==> run_1/power_grid.png <==
Scale: 6 px per um. Pins as bars on the die edge. Tap cells in gray.
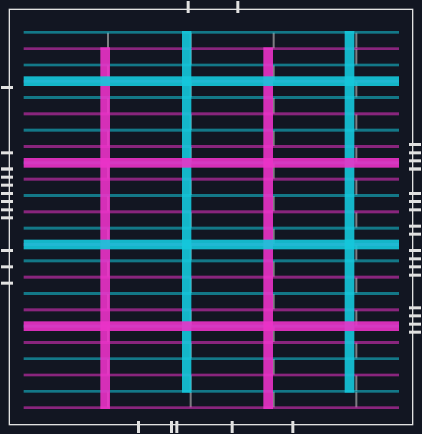
==> run_1/clocks.png <==
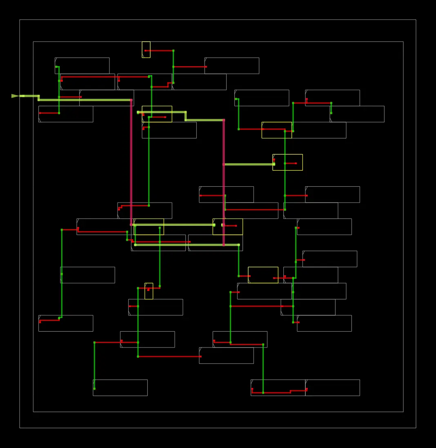
==> run_1/wires.png <==
Scale: 6 px per um.
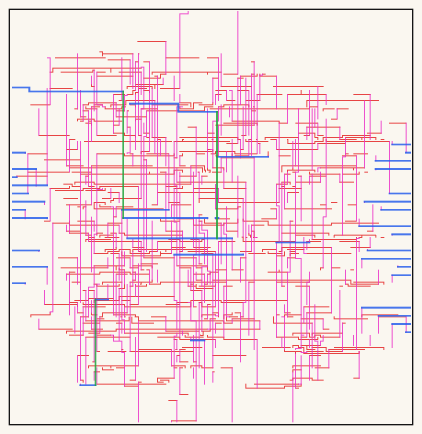
==> run_1/flops_by_reg.png <==
Scale: 6 px per um.
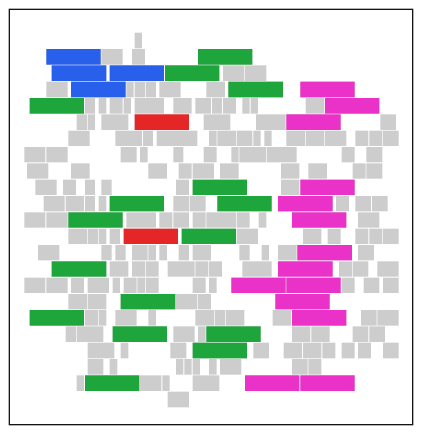
--- src/rtl/bcd_pkg.sv ---
// Shared constants and state encoding for the BCD <-> binary converters.
// Optional digit-error reporting is enabled by defining BCD2BIN_ERR_EN.
package bcd_pkg;

  localparam int BCD_DIGIT_W = 4;

  localparam logic [3:0] BCD_ADJ_THRESH = 4'd8;
  localparam logic [3:0] BCD_ADJ_SUB    = 4'd3;
  localparam logic [3:0] BCD_MAX_DIGIT  = 4'd9;

  typedef enum logic [1:0] {
    IDLE  = 2'b00,
    SHIFT = 2'b01,
    DONE  = 2'b10
  } bcd_state_e;

endpackage

--- src/rtl/bcd2bin_seq_if.sv ---
// Input and output valid/ready channels of the BCD-to-binary converter.
// err_o is present only when BCD2BIN_ERR_EN is defined.
interface bcd2bin_seq_if
  import bcd_pkg::*;
#(
  parameter int DIGITS = 4,
  parameter int BIN_W  = 14
);

  logic                          in_valid;
  logic                          in_ready;
  logic [BCD_DIGIT_W*DIGITS-1:0] bcd_i;
  logic                          out_valid;
  logic                          out_ready;
  logic [BIN_W-1:0]              bin_o;
`ifdef BCD2BIN_ERR_EN
  logic                          err_o;
`endif

  modport master (
    output in_valid,
    output bcd_i,
    output out_ready,
`ifdef BCD2BIN_ERR_EN
    input  err_o,
`endif
    input  in_ready,
    input  out_valid,
    input  bin_o
  );

  modport slave (
    input  in_valid,
    input  bcd_i,
    input  out_ready,
`ifdef BCD2BIN_ERR_EN
    output err_o,
`endif
    output in_ready,
    output out_valid,
    output bin_o
  );

endinterface

--- src/rtl/bcd_digit_adj.sv ---
// Reverse double-dabble nibble corrector: digits >= 8 drop by 3.
// Purely combinational, one instance per BCD digit.
module bcd_digit_adj
  import bcd_pkg::*;
(
  input  logic [BCD_DIGIT_W-1:0] d_i,
  output logic [BCD_DIGIT_W-1:0] d_o
);

  assign d_o = (d_i >= BCD_ADJ_THRESH) ? d_i - BCD_ADJ_SUB : d_i;

endmodule

--- src/rtl/bcd2bin_seq.sv ---
// Sequential packed-BCD to binary converter (reverse double dabble).
// Define BCD2BIN_ERR_EN to flag non-BCD input digits on err_o.
module bcd2bin_seq
  import bcd_pkg::*;
#(
  parameter int DIGITS = 4,
  parameter int BIN_W  = 14
)(
  input logic          clk,
  input logic          rst_n,
  bcd2bin_seq_if.slave bus
);

  localparam int BCD_W = BCD_DIGIT_W * DIGITS;
  localparam int CAT_W = BCD_W + BIN_W;
  localparam int CNT_W = $clog2(BIN_W);
  localparam logic [CNT_W-1:0] LAST = CNT_W'(BIN_W - 1);

  bcd_state_e       state_q, state_d;
  logic [CNT_W-1:0] cnt_q, cnt_d;
  logic [BCD_W-1:0] bcd_q, bcd_d;
  logic [BIN_W-1:0] bin_q, bin_d;

  logic [CAT_W-1:0] cat_sh;
  logic [BCD_W-1:0] bcd_sh;
  logic [BCD_W-1:0] bcd_adj;
  logic [BIN_W-1:0] bin_sh;

  assign cat_sh = {bcd_q, bin_q} >> 1;
  assign bcd_sh = cat_sh[CAT_W-1:BIN_W];
  assign bin_sh = cat_sh[BIN_W-1:0];

  for (genvar g = 0; g < DIGITS; g++) begin : g_adj
    bcd_digit_adj u_adj (
      .d_i (bcd_sh[g*BCD_DIGIT_W +: BCD_DIGIT_W]),
      .d_o (bcd_adj[g*BCD_DIGIT_W +: BCD_DIGIT_W])
    );
  end

`ifdef BCD2BIN_ERR_EN
  logic err_q, err_d;
  logic bad_in;

  always_comb begin
    bad_in = 1'b0;
    for (int i = 0; i < DIGITS; i++) begin
      if (bus.bcd_i[i*BCD_DIGIT_W +: BCD_DIGIT_W] > BCD_MAX_DIGIT)
        bad_in = 1'b1;
    end
  end
`endif

  always_comb begin
    state_d = state_q;
    cnt_d   = cnt_q;
    bcd_d   = bcd_q;
    bin_d   = bin_q;
`ifdef BCD2BIN_ERR_EN
    err_d   = err_q;
`endif
    unique case (state_q)
      IDLE: begin
        if (bus.in_valid) begin
          bcd_d   = bus.bcd_i;
          bin_d   = '0;
          cnt_d   = '0;
`ifdef BCD2BIN_ERR_EN
          err_d   = bad_in;
`endif
          state_d = SHIFT;
        end
      end
      SHIFT: begin
        bcd_d = bcd_adj;
        bin_d = bin_sh;
        cnt_d = cnt_q + 1'b1;
        if (cnt_q == LAST)
          state_d = DONE;
      end
      DONE: begin
        if (bus.out_ready)
          state_d = IDLE;
      end
      default: state_d = IDLE;
    endcase
  end

  always_ff @(posedge clk or negedge rst_n) begin
    if (!rst_n) begin
      state_q <= IDLE;
      cnt_q   <= '0;
      bcd_q   <= '0;
      bin_q   <= '0;
`ifdef BCD2BIN_ERR_EN
      err_q   <= 1'b0;
`endif
    end else begin
      state_q <= state_d;
      cnt_q   <= cnt_d;
      bcd_q   <= bcd_d;
      bin_q   <= bin_d;
`ifdef BCD2BIN_ERR_EN
      err_q   <= err_d;
`endif
    end
  end

  assign bus.in_ready  = (state_q == IDLE);
  assign bus.out_valid = (state_q == DONE);

  // Result is only exposed in DONE so the shifting value never leaks out.
`ifdef BCD2BIN_ERR_EN
  assign bus.bin_o = (bus.out_valid && !err_q) ? bin_q : '0;
  assign bus.err_o = err_q;
`else
  assign bus.bin_o = bus.out_valid ? bin_q : '0;
`endif

endmodule
--- src/flat_wrapper.sv ---
// flat-port wrapper written by rule: the top's interface ports become plain ports
module bcd2bin_seq_flat import bcd_pkg::*;
#(
  parameter int DIGITS = 4,
  parameter int BIN_W  = 14
)
  (clk, rst_n, bus_in_valid, bus_bcd_i, bus_out_ready, bus_in_ready, bus_out_valid, bus_bin_o);
  bcd2bin_seq_if #(.DIGITS(DIGITS), .BIN_W(BIN_W)) bus_i ();
  input logic clk;
  input logic rst_n;
  input wire logic [$bits(bus_i.in_valid)-1:0] bus_in_valid;
  input wire logic [$bits(bus_i.bcd_i)-1:0] bus_bcd_i;
  input wire logic [$bits(bus_i.out_ready)-1:0] bus_out_ready;
  output wire logic [$bits(bus_i.in_ready)-1:0] bus_in_ready;
  output wire logic [$bits(bus_i.out_valid)-1:0] bus_out_valid;
  output wire logic [$bits(bus_i.bin_o)-1:0] bus_bin_o;
  assign bus_i.in_valid = bus_in_valid;
  assign bus_i.bcd_i = bus_bcd_i;
  assign bus_i.out_ready = bus_out_ready;
  assign bus_in_ready = bus_i.in_ready;
  assign bus_out_valid = bus_i.out_valid;
  assign bus_bin_o = bus_i.bin_o;
  bcd2bin_seq #(.DIGITS(DIGITS), .BIN_W(BIN_W)) u_core (.clk(clk), .rst_n(rst_n), .bus(bus_i));
endmodule
--- config.mk ---
export PLATFORM = sky130hd
export DESIGN_NAME = bcd2bin_seq_flat
export DESIGN_NICKNAME = d
export VERILOG_FILES = /design/src/rtl/bcd_pkg.sv /design/src/rtl/bcd2bin_seq_if.sv /design/src/rtl/bcd_digit_adj.sv /design/src/rtl/bcd2bin_seq.sv /design/src/flat_wrapper.sv
export SDC_FILE = /design/constraint.sdc
export NUM_CORES = 1
export LEC_CHECK = 0
export CORE_AREA = 2 2 65 67
export CTS_BUF_LIST = sky130_fd_sc_hd__clkbuf_8 sky130_fd_sc_hd__clkbuf_16
export DETAILED_ROUTE_END_ITERATION = 7
export DIE_AREA = 0 0 67 69
export HOLD_SLACK_MARGIN = 0.08
export PLACE_DENSITY = 0.74
export SLEW_MARGIN = 15
export SYNTH_ARGS = -nofsm -noshare
export SYNTH_HDL_FRONTEND = slang
export SYNTH_SLANG_ARGS = --single-unit
--- constraint.sdc ---
create_clock -name clk -period 2.7 [get_ports clk]
set_input_delay 0.27 -clock clk [delete_from_list [all_inputs] [get_ports clk]]
set_output_delay 0.27 -clock clk [all_outputs]
set_load 0.05 [all_outputs]
==> CHANGELOG.md, run 1 <==
### Metrics

- Placed Instances: 259
- Yosys simple share: between 15 and 20%
- H-Tree Depth: 2
- Final-report max-slew violation count: 0
- Congestion Overflow GR: 0
- Initial antenna violation count: 0
- Root buffer cell: sky130_fd_sc_hd__clkbuf_8
- Worst Hold Class: in -> async
- Compound-gate portion of the synthesized area: 21.4%
- Number of max-cap violations: 0
- Outcome: complete, no violations
- Design internal power: 1390 uW
- Dominant cell type by area after synthesis: sky130_fd_sc_hd__dfrtp_1
- Proportion of power drawn by flip-flops and latches: between 40 and 50%
- Fraction of final layout cells with drive strength greater than 1: between 10 and 15%
- Top layer used by detailed routing: met4
- Final worst setup slack: ~0.32 ns
- Startpoint type of the worst setup path: flip-flop
- Fin area: 2310 um2
- Largest net degree at the start of global routing: 37
- Met3 WL: 226 um
- Antenna Nets Post-Route: 0
- Hold_ws: 0.407 ns
- Biggest regs: u_core.bcd_q: 16 flops, u_core.bin_q: 14 flops, u_core.cnt_q: 4 flops
- Combinational cell power: approximately 830 uW
- DRT met1 WL: 1730 um
- Worst Path Required: 2.43 ns
- Count of pins on the block boundary: 36
- Setup crit end kind: primary output
- Pre-CTS setup slack: about 0.64 ns
- Worst reg2reg path endpoint: u_core.bcd_q[3]$_DFFE_PN0P_
- Synth cell types: 33
- Worst R2R Setup Slack: between 1 and 1.5 ns
- Termination of the worst setup path: bus_out_valid
- Busiest metal layer after global routing: met2
- Met1 Use GR: 23.6%
- Chip Area, Yosys: approximately 1900 um2
- Final Power: 2210 uW
- Total wire length: just under 4000 um
- Insertion delay of the later-clocked pin in the worst-skew pair: 0.28 ns
- Worst path buffer plus inverter count: 2
- Relative slew slack: 60.9%
- GP Congestion: 0.817
- Layout sequential cell count: 36
- TNS Setup: 0 ns
- Power Dens Cells: approximately 960 nW/um2
- Final-layout non-clock buffer area share: 15.6%
- Worst Tran Pin Value: 0.584 ns
- Async S/R FF share, synth: 100%
- Flops out of synthesis: 36
- Most flop-heavy register: u_core.bcd_q
- Power in the clock group: 381 uW
- Area leader share: 48.4%
- DRT iter0 DRCs: 66
- Proportion of cell area spent on the clock network: under 10%
- Met3 layer usage reported by global route: 5.55%
- Tap Count: 50
- Share of total power in the clock network: approximately 17%
- Hold Buf Count CTS: 0
- Critical path start-end classification: reg -> out
- Number of standard cells in the final layout excluding fillers: 267
- Setup crit start: u_core.state_q[1]$_DFFE_PN0P_
- Number of logic stages on the critical path including buffering: 3
- Share of the final layout cell area in sequential cells: 39.0%
- Non-CTS buffers: 41
- Cell area after placement: 2220 um2
- DIE WIDTH: 67 um
- Most used logic cell in the final layout: sky130_fd_sc_hd__dfrtp_1
- Crit path max-delay cell type: sky130_fd_sc_hd__clkdlybuf4s50_1
- Via count of the first global-routing pass: 1413
- Max Buffers Root-to-Sink: 2
-- power_grid.png (at the start) --
Key: VSS = magenta; VDD = cyan
The core has 23 rows. 24 met1 rails follow the rows.
standard cell core area: 3910 um2
worst IR drop on VDD: 0.000448 V

-- clocks.png (at the start) --
cts bufs inserted: 5
number of clock buffers in the layout: 6

-- wires.png (at the start) --
Key: metal 2 = magenta [wire length 1860 um]; metal 4 = green [wire length 56.4 um]; metal 3 = blue [wire length 227 um]; metal 1 = red [wire length 1730 um]
aggregate global-route resource usage: 18.1%
detailed-route wire length per cell: 14.5 um

-- flops_by_reg.png (at the start) --
Key: u_core.state_q = red [flops 2]; u_core.bin_q = magenta [flops 14]; u_core.cnt_q = blue [flops 4, where top left]; u_core.bcd_q = green [flops 16]
final standard cell utilization of the core: 59.0%
Power Sequential: 997 uW
sequential cell area in the final layout: 901 um2

--- run 2 (diff from run 1) ---
--- a/config.mk
+++ b/config.mk
@@ -9,9 +9,10 @@
 export CTS_BUF_LIST = sky130_fd_sc_hd__clkbuf_8 sky130_fd_sc_hd__clkbuf_16
 export DETAILED_ROUTE_END_ITERATION = 7
 export DIE_AREA = 0 0 67 69
+export GPL_ROUTABILITY_DRIVEN = 0
 export HOLD_SLACK_MARGIN = 0.08
 export PLACE_DENSITY = 0.74
-export SLEW_MARGIN = 15
+export SLEW_MARGIN = 20
 export SYNTH_ARGS = -nofsm -noshare
 export SYNTH_HDL_FRONTEND = slang
 export SYNTH_SLANG_ARGS = --single-unit
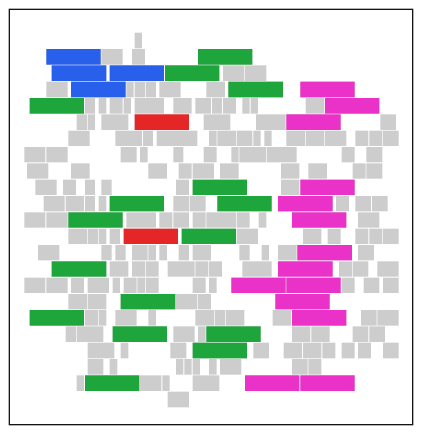
(run_2/flops_by_reg.png)
Scale: 6 px per um.
Key: u_core.state_q = red [flops 2]; u_core.bcd_q = green [flops 16]; u_core.cnt_q = blue [flops 4, where top left]; u_core.bin_q = magenta [flops 14]
share of the final layout cell area in sequential cells: 39.0%

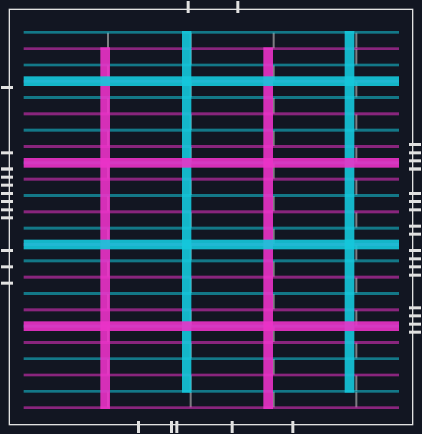
(run_2/power_grid.png)
Scale: 6 px per um. Pins as bars on the die edge. Tap cells in gray.
Key: VSS = magenta; VDD = cyan
24 met1 rails follow the rows. The core has 23 rows. 50 tap cells. 4 straps on met5. 36 signal pins sit on the boundary.
DIE WIDTH: 67 um
height of the die: 69 um

==> CHANGELOG.md, run 2 <==
### Metrics

- Outcome: complete, no violations (unchanged)
- Met3 layer usage reported by global route: 5.55% (unchanged)
- Pre-CTS setup slack: 0.638 ns (unchanged)
- Share of total power in the clock network: 17.3% (about the same)
- Busiest metal layer after global routing: met2 (unchanged)
- Most flop-heavy register: u_core.bcd_q (unchanged)
- Cts bufs inserted: 5 (unchanged)
- Cell area after placement: 2220 um2 (unchanged)
- Met3 WL: 226 um (unchanged)
- Count of pins on the block boundary: 36 (unchanged)
- H-Tree Depth: 2 (unchanged)
- Detailed-route wire length per cell: 14.5 um (unchanged)
- Root buffer cell: sky130_fd_sc_hd__clkbuf_8 (unchanged)
- Placed Instances: 259 (unchanged)
- Biggest regs: u_core.bcd_q: 16 flops, u_core.bin_q: 14 flops, u_core.cnt_q: 4 flops (unchanged)
- Max Buffers Root-to-Sink: 2 (unchanged)
- Initial antenna violation count: 0 (unchanged)
- Top layer used by detailed routing: met4 (unchanged)
- Number of logic stages on the critical path including buffering: 3 (unchanged)
- Crit-path leading delay family: buffers and inverters (unchanged)
- Number of clock buffers in the layout: 6 (unchanged)
- Antenna Nets Post-Route: 0 (unchanged)
- Power in the clock group: 381 uW (about the same)
- Maximum clock frequency: 420 MHz (unchanged)
- Async S/R FF share, synth: 100% (unchanged)
- Worst Tran Pin Value: 0.584 ns (unchanged)
- Power Sequential: 997 uW (about the same)
- Setup crit start: u_core.state_q[1]$_DFFE_PN0P_ (unchanged)
- Most frequent cells after synthesis: 36 x sky130_fd_sc_hd__dfrtp_1, 15 x sky130_fd_sc_hd__nand2_1, 14 x sky130_fd_sc_hd__and2_1 (unchanged)
- Tap Count: 50 (unchanged)
- Final standard cell utilization of the core: 59.0% (unchanged)
- Compound-gate portion of the synthesized area: 21.4% (unchanged)
- Fin area: 2310 um2 (unchanged)
- Placement row count: 23 (unchanged)
- Total wire length: 3880 um (unchanged)
- Largest net degree at the start of global routing: 37 (unchanged)
- DRT iter0 DRCs: 66 (unchanged)
- Combinational cell power: 830 uW (about the same)
- TNS Setup: 0 ns (unchanged)
- Worst R2R Setup Slack: 1.12 ns (about the same)
- Worst path buffer plus inverter count: 2 (unchanged)
- Final worst setup slack: 0.317 ns (unchanged)
- Proportion of cell area spent on the clock network: 3.90% (unchanged)
- Final-layout non-clock buffer area share: 15.6% (unchanged)
- Fraction of final layout cells with drive strength greater than 1: 12.9% (unchanged)
- Termination of the worst setup path: bus_out_valid (unchanged)
- Aggregate global-route resource usage: 18.1% (unchanged)
- Worst Hold Class: in -> async (unchanged)
- Final Power: 2210 uW (unchanged)
- Number of standard cells in the final layout excluding fillers: 267 (unchanged)
- Met1 Use GR: 23.6% (unchanged)
- Synth cell types: 33 (unchanged)
- Non-CTS buffers: 41 (unchanged)
- Sequential cell area in the final layout: 901 um2 (unchanged)
- Most used logic cell in the final layout: sky130_fd_sc_hd__dfrtp_1 (unchanged)
- Worst reg2reg path endpoint: u_core.bcd_q[3]$_DFFE_PN0P_ (unchanged)
- Crit path max-delay cell type: sky130_fd_sc_hd__clkdlybuf4s50_1 (unchanged)
- Power Dens Cells: 956 nW/um2 (unchanged)
- Chip Area, Yosys: 1860 um2 (unchanged)
- Proportion of power drawn by flip-flops and latches: 45.1% (about the same)
- Hold_ws: 0.407 ns (unchanged)
- Flops out of synthesis: 36 (unchanged)
- Worst Path Required: 2.43 ns (about the same)
- Setup crit end kind: primary output (unchanged)
- Worst IR drop on VDD: 0.000448 V (unchanged)
- Startpoint type of the worst setup path: flip-flop (unchanged)
- Yosys simple share: 15.8% (unchanged)
- Number of max-cap violations: 0 (unchanged)
- Area leader share: 48.4% (unchanged)
- Via count of the first global-routing pass: 1413 (unchanged)
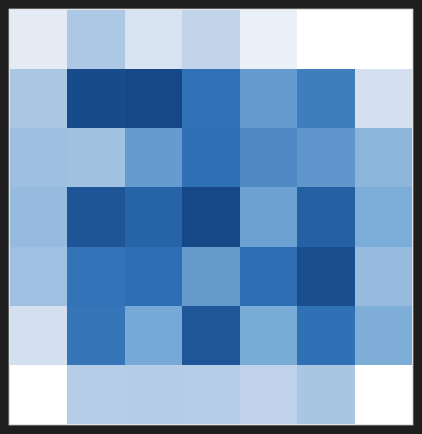
(run_2/cell_density.png)
Scale: 6 px per um. 7 x 7 tiles, from white (low) to dark blue (high), 0 to 100% covered.
The fullest tile reaches 91%. The mean over all tiles is 49%. 20% of the tiles are over 75% full.
starting utilization of the core area: 47.6%

==> run_2/wires.png <==
Scale: 6 px per um.
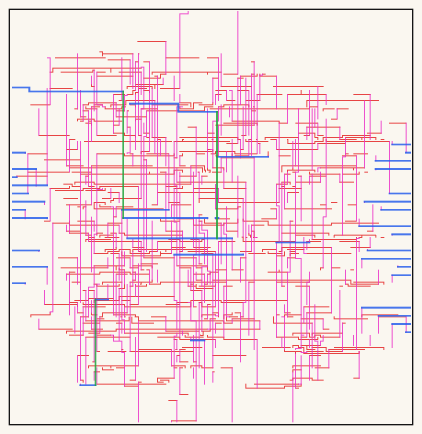

--- run 3 (diff from run 2) ---
--- a/config.mk
+++ b/config.mk
@@ -5,13 +5,13 @@
 export SDC_FILE = /design/constraint.sdc
 export NUM_CORES = 1
 export LEC_CHECK = 0
-export CORE_AREA = 2 2 65 67
+export CORE_AREA = 2 2 68 70
 export CTS_BUF_LIST = sky130_fd_sc_hd__clkbuf_8 sky130_fd_sc_hd__clkbuf_16
 export DETAILED_ROUTE_END_ITERATION = 7
-export DIE_AREA = 0 0 67 69
+export DIE_AREA = 0 0 70 72
 export GPL_ROUTABILITY_DRIVEN = 0
 export HOLD_SLACK_MARGIN = 0.08
-export PLACE_DENSITY = 0.74
+export PLACE_DENSITY = 0.69
 export SLEW_MARGIN = 20
 export SYNTH_ARGS = -nofsm -noshare
 export SYNTH_HDL_FRONTEND = slang
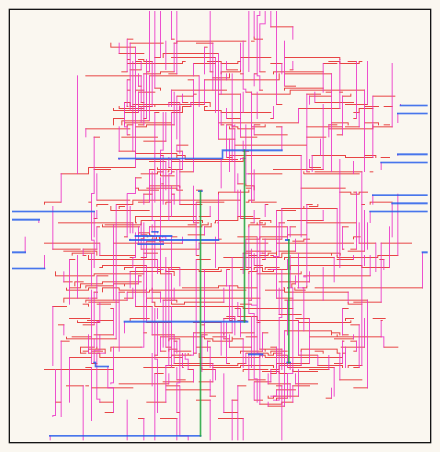
(run_3/wires.png)
Scale: 6 px per um.
Key: metal 1 = red [wire length 1850 um]; metal 4 = green [wire length 89.8 um]; metal 2 = magenta [wire length 1990 um]; metal 3 = blue [wire length 177 um]
vias after detailed routing: 1477
aggregate global-route resource usage: 17.6%
total wire length: 4110 um

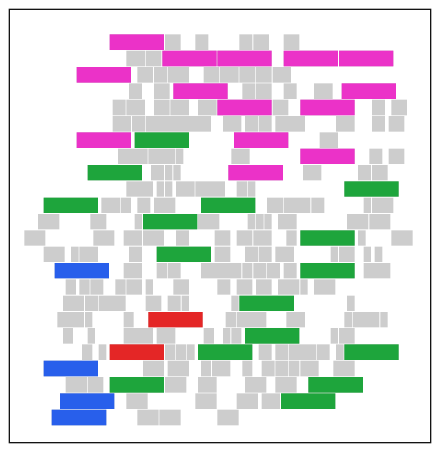
(run_3/flops_by_reg.png)
Scale: 6 px per um.
Key: u_core.state_q = red [flops 2]; u_core.cnt_q = blue [flops 4, where bottom left]; u_core.bin_q = magenta [flops 14]; u_core.bcd_q = green [flops 16]
Power Sequential: 988 uW
share of the final layout cell area in sequential cells: 38.5%

==> CHANGELOG.md, run 3 <==
### Metrics

- Hold_ws: 0.393 ns (was 0.407 ns)
- Crit-path leading delay family: buffers and inverters (unchanged)
- Chip Area, Yosys: 1860 um2 (unchanged)
- Top layer used by detailed routing: met4 (unchanged)
- Setup crit start: u_core.state_q[1]$_DFFE_PN0P_ (unchanged)
- Non-CTS buffers: 42 (was 41)
- Busiest metal layer after global routing: met2 (unchanged)
- DRT iter0 DRCs: 81 (was 66)
- Layout sequential cell count: 36 (unchanged)
- Worst reg2reg path endpoint: u_core.bcd_q[3]$_DFFE_PN0P_ (unchanged)
- Number of max-cap violations: 0 (unchanged)
- Most flop-heavy register: u_core.bcd_q (unchanged)
- Congestion Overflow GR: 0 (unchanged)
- Sequential cell area in the final layout: 901 um2 (unchanged)
- TNS Setup: 0 ns (unchanged)
- Final Power: 2320 uW (was 2210 uW)
- Area leader share: 48.4% (unchanged)
- Power in the clock group: 480 uW (was 381 uW)
- Share of total power in the clock network: 20.7% (was 17.3%)
- Final-layout non-clock buffer area share: 15.6% (about the same)
- Most frequent cells after synthesis: 36 x sky130_fd_sc_hd__dfrtp_1, 15 x sky130_fd_sc_hd__nand2_1, 14 x sky130_fd_sc_hd__and2_1 (unchanged)
- Critical path start-end classification: reg -> out (unchanged)
- Final-report max-slew violation count: 0 (unchanged)
- Combinational cell power: 851 uW (was 830 uW)
- Crit path max-delay cell type: sky130_fd_sc_hd__clkdlybuf4s50_1 (unchanged)
- Worst R2R Setup Slack: 1.25 ns (was 1.12 ns)
- Dominant cell type by area after synthesis: sky130_fd_sc_hd__dfrtp_1 (unchanged)
- Compound-gate portion of the synthesized area: 21.4% (unchanged)
- Number of standard cells in the final layout excluding fillers: 270 (was 267)
- Starting utilization of the core area: 43.7% (was 47.6%)
- Worst path buffer plus inverter count: 1 (was 2)
- H-Tree Depth: 2 (unchanged)
- Outcome: complete, no violations (unchanged)
- Via count of the first global-routing pass: 1456 (was 1413)
- Root buffer cell: sky130_fd_sc_hd__clkbuf_8 (unchanged)
- Cts bufs inserted: 5 (unchanged)
- Met3 layer usage reported by global route: 5.28% (was 5.55%)
- Maximum clock frequency: 431 MHz (was 420 MHz)
- Fin area: 2340 um2 (was 2310 um2)
- Count of pins on the block boundary: 36 (unchanged)
- Most used logic cell in the final layout: sky130_fd_sc_hd__dfrtp_1 (unchanged)
- Yosys simple share: 15.8% (unchanged)
- Tap Count: 52 (was 50)
- DRT met1 WL: 1850 um (was 1730 um)
- Proportion of cell area spent on the clock network: 4.76% (was 3.90%)
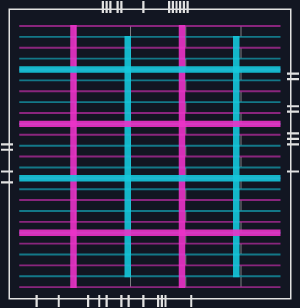
(run_3/power_grid.png)
Scale: 4 px per um. Pins as bars on the die edge. Tap cells in gray.
Key: VDD = cyan; VSS = magenta
4 straps on met5. 25 met1 rails follow the rows. 52 tap cells.
worst IR drop on VDD: 0.000357 V
DIE WIDTH: 70 um
height of the die: 72 um

Power is estimated from default activity; no workload was simulated.
